===== src/rtl/seq_det_arbiter.sv =====
// Two-requester front end for one shared serial pattern detector.
// Each requester's detector state is saved between its words, so its bits form one continuous stream.
module seq_det_arbiter #(
    parameter int         W       = 8,
    parameter logic [6:0] PATTERN = 7'b1111001,
    parameter int         CNT_W   = 8
) (
    input  logic                 clk,
    input  logic                 rst,
    input  logic                 req0_valid,
    input  logic [W-1:0]         req0_data,
    output logic                 req0_ready,
    input  logic                 req1_valid,
    input  logic [W-1:0]         req1_data,
    output logic                 req1_ready,
    input  logic                 clr_cnt,
    output logic                 busy,
    output logic                 hit,
    output logic                 hit_id,
    output logic [$clog2(W)-1:0] hit_pos,
    output logic [CNT_W-1:0]     cnt0,
    output logic [CNT_W-1:0]     cnt1
);
    localparam int IW = $clog2(W);

    // Next prefix length after seeing bit b in state k: longest prefix of
    // PATTERN that is a suffix of (first k pattern bits followed by b).
    function automatic logic [2:0] kmp_next(input int k, input logic b);
        logic [7:0] s;
        logic       ok;
        logic [2:0] r;
        int         n;
        s = '0;
        for (int i = 0; i < 7; i++) begin
            if (i < k) s[i] = PATTERN[6-i];
        end
        s[k] = b;
        n    = k + 1;
        r    = '0;
        for (int len = 1; len <= 6; len++) begin
            if (len <= n) begin
                ok = 1'b1;
                for (int j = 0; j < 6; j++) begin
                    if (j < len) begin
                        if (s[n-len+j] != PATTERN[6-j]) ok = 1'b0;
                    end
                end
                if (ok) r = 3'(len);
            end
        end
        return r;
    endfunction

    function automatic logic [47:0] build_tab();
        logic [47:0] t;
        t = '0;
        for (int k = 0; k < 7; k++) begin
            t[(2*k)*3   +: 3] = kmp_next(k, 1'b0);
            t[(2*k+1)*3 +: 3] = kmp_next(k, 1'b1);
        end
        return t;
    endfunction

    localparam logic [47:0] NXT_TAB = build_tab();

    typedef enum logic {IDLE, SHIFT} state_t;

    state_t        state, state_nxt;
    logic          rr_ptr;
    logic          gnt;
    logic          accept;
    logic [W-1:0]  shreg;
    logic [2:0]    det, det_nxt;
    logic [2:0]    ctx0, ctx1;
    logic          id;
    logic [IW-1:0] idx;
    logic          cur_bit;
    logic          last_bit;
    logic          match;
    logic [5:0]    tab_base;

    // With both valid the pointer decides; otherwise the single valid one wins.
    always_comb begin
        gnt = req1_valid;
        if (req0_valid && req1_valid) gnt = rr_ptr;
    end

    assign req0_ready = (state == IDLE) && req0_valid && !gnt;
    assign req1_ready = (state == IDLE) && req1_valid && gnt;
    assign accept     = req0_ready || req1_ready;
    assign busy       = (state == SHIFT);

    assign cur_bit  = shreg[W-1];
    assign last_bit = (idx == IW'(W - 1));
    assign tab_base = 6'({det, cur_bit}) * 6'd3;
    assign match    = (state == SHIFT) && (det == 3'd6) && (cur_bit == PATTERN[0]);
    assign det_nxt  = match ? 3'd0 : NXT_TAB[tab_base +: 3];

    always_comb begin
        state_nxt = state;
        case (state)
            IDLE:    if (accept) state_nxt = SHIFT;
            SHIFT:   if (last_bit) state_nxt = IDLE;
            default: state_nxt = IDLE;
        endcase
    end

    always_ff @(posedge clk or posedge rst) begin
        if (rst) state <= IDLE;
        else     state <= state_nxt;
    end

    always_ff @(posedge clk or posedge rst) begin
        if (rst) begin
            rr_ptr  <= 1'b0;
            shreg   <= '0;
            det     <= '0;
            ctx0    <= '0;
            ctx1    <= '0;
            id      <= 1'b0;
            idx     <= '0;
            hit     <= 1'b0;
            hit_id  <= 1'b0;
            hit_pos <= '0;
        end else begin
            hit <= 1'b0;
            if (state == IDLE) begin
                if (accept) begin
                    shreg  <= gnt ? req1_data : req0_data;
                    det    <= gnt ? ctx1 : ctx0;
                    id     <= gnt;
                    idx    <= '0;
                    rr_ptr <= ~gnt;
                end
            end else begin
                shreg <= {shreg[W-2:0], 1'b0};
                det   <= det_nxt;
                idx   <= idx + 1'b1;
                if (match) begin
                    hit     <= 1'b1;
                    hit_id  <= id;
                    hit_pos <= idx;
                end
                if (last_bit) begin
                    if (id) ctx1 <= det_nxt;
                    else    ctx0 <= det_nxt;
                end
            end
        end
    end

    // Clear wins over a same-cycle match; counters stick at all-ones.
    always_ff @(posedge clk or posedge rst) begin
        if (rst) begin
            cnt0 <= '0;
            cnt1 <= '0;
        end else if (clr_cnt) begin
            cnt0 <= '0;
            cnt1 <= '0;
        end else if (match) begin
            if (!id && cnt0 != '1) cnt0 <= cnt0 + 1'b1;
            if (id && cnt1 != '1)  cnt1 <= cnt1 + 1'b1;
        end
    end

endmodule


===== config.mk =====
export PLATFORM = sky130hd
export DESIGN_NAME = seq_det_arbiter
export DESIGN_NICKNAME = d
export VERILOG_FILES = /design/src/rtl/seq_det_arbiter.sv
export SDC_FILE = /design/constraint.sdc
export NUM_CORES = 1
export LEC_CHECK = 0
export ABC_CLOCK_PERIOD_IN_PS = 2550
export CAP_MARGIN = 20
export CORE_UTILIZATION = 55
export CTS_CLUSTER_SIZE = 16
export DETAILED_ROUTE_END_ITERATION = 6
export GPL_TIMING_DRIVEN = 0
export PLACE_DENSITY = 0.84
export SYNTH_ARGS = -nofsm -noshare
export SYNTH_HDL_FRONTEND = slang
export SYNTH_SLANG_ARGS = --single-unit

===== constraint.sdc =====
create_clock -name clk -period 2.55 [get_ports clk]
set_input_delay 0.51 -clock clk [delete_from_list [all_inputs] [get_ports clk]]
set_output_delay 0.51 -clock clk [all_outputs]
set_load 0.03 [all_outputs]

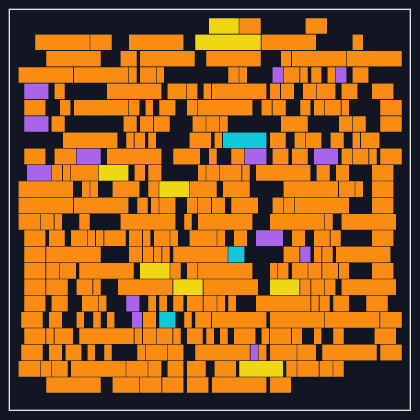
(images/sizes.png)
(6 px per um)
[purple] _2 cells | cells: 13 | share: 4.5%
[orange] _0 and _1 cells | cells: 267 | share: 92%
[cyan] _3 and _4 cells | cells: 3 | share: 1.0%
[yellow] _6 and larger | cells: 8 | share: 2.7%

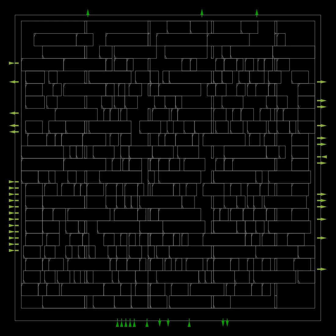
(images/placement.png)
non-filler cells, final: 341
core occupancy in the finished layout: 73.19%
fraction of area in registers: 37.61%

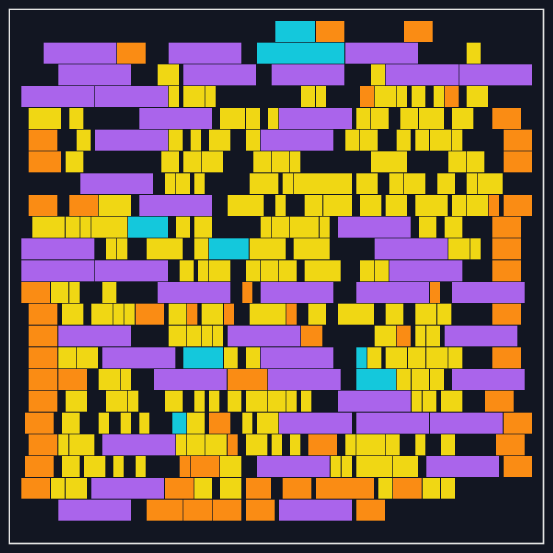
(images/placement_by_type.png)
(8 px per um)
[purple] flops | cells: 44 | share of their area: 38%
[cyan] clock drivers and dummy loads | cells: 8 | share of their area: 3.8%
[yellow] combinational and other logic | cells: 181 | share of their area: 39%
[orange] other buffers and delay cells | cells: 58 | share of their area: 18%
Std-Cell Rows: 23
final standard cell area without fillers: 2928 um2
Core Region: 4000 um2

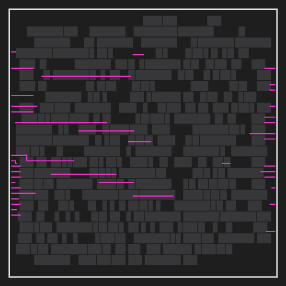
(images/layer_met3.png)
(4 px per um)
main direction: horizontal
wire length on this layer: 198 um
nets with wire on the layer: 36

==> flow_summary.toml <==
# yosys + openroad results
[route]
drt_first_iter_violations = 134
vias_per_cell = 5.827
route.vias.total = 1987
wl_met1_um = 2194
drc_errors_left = 0
pre_repair_dr_iteration_count = 4
routed-wl-met3_um = 197
finalWirelength_um = 4927
met2WireLength_um = 2481
final_antenna_net_count = 0

[cells_and_area]
sequential_cell_area_um2 = 1101
largestRegisters = "cnt0 (8), cnt1 (8), shreg (8)"
count_of_multi_input_gates = 174
fin_nets = 319
most_instantiated_logic_cells_after_routing = "44 x dfrtp_1, 40 x clkdlybuf4s50_1, 24 x nand2_1"
share_of_final_layout_cell_area_taken_by_non_clock_buffers_pct = 17.99
layout.sequential_cells = 44
final.signal_buffer_count = 58

[power]
netSwitchingFraction_pct = 34.66
irDropWorstVdd_uv = 610.2
power_frac_clock_pct = 23.9
power_leader = "sequential cells"
pwr.group.clock_uw = 529
intPower_mw = 1.445

[synth]
synth_adder_area_share_pct = 4.362
synth-cells-yosys = 240
muxShareOfSynthArea_pct = 3.272
ys_seq_elements = 44
syn-instance-count = 240
synthesis.area_per_instance_um2 = 9.561
synth.cells.most_frequent = "44 x dfrtp_1, 24 x nand2_1, 17 x nor2_1, 17 x o21ai_0, 16 x o31ai_1"
synth.most_common_cell = "dfrtp_1"
yosys.area_share.aoi_pct = 18.87
netlist-cell-type-count = 39
top_area_cell_share_pct = 47.98
ys_async_sr_fraction_pct = 100.0

[placed_design]
gp_congestion = 0.7980
post_place_worst_slack_ns = -0.6486
placement.cell_area_um2 = 2808
port_buffers = 43

[die]
core_util_floorplan_pct = 57.37
design.die.area_um2 = 4434
die_width_um = 66.59

[clock_network]
cts.sinks = 44
htree_num_levels = 2
worst_skew_pair.late_latency_ns = 0.30
clockRootBuffer = "clkbuf_8"

[worst_setup_path]
crit_path_start = "req0_valid"
critPathMaxFanout = 10
worst-r2r-setup-slack_ns = 0.83
setup.worst_path.class = "input pin to output port"
critPathCapture = "req0_ready"
worstPathArrival_ns = 1.95
critPathLaunchType = "input pin"

[final_timing]
period_needed_ns = 2.464
finalSetupTns_ns = 0
fmaxAchievable_mhz = 405.9
slew_worst_pin_ns = 0.5248
fin_skew_ns = 0.007290
timing.slew.headroom_pct = 65.01
period_utilization_post_route_pct = 96.61

[global_routing]
first_pass_grt_wire_length_um = 8742

[run_status]
outcome = "complete, no violations"
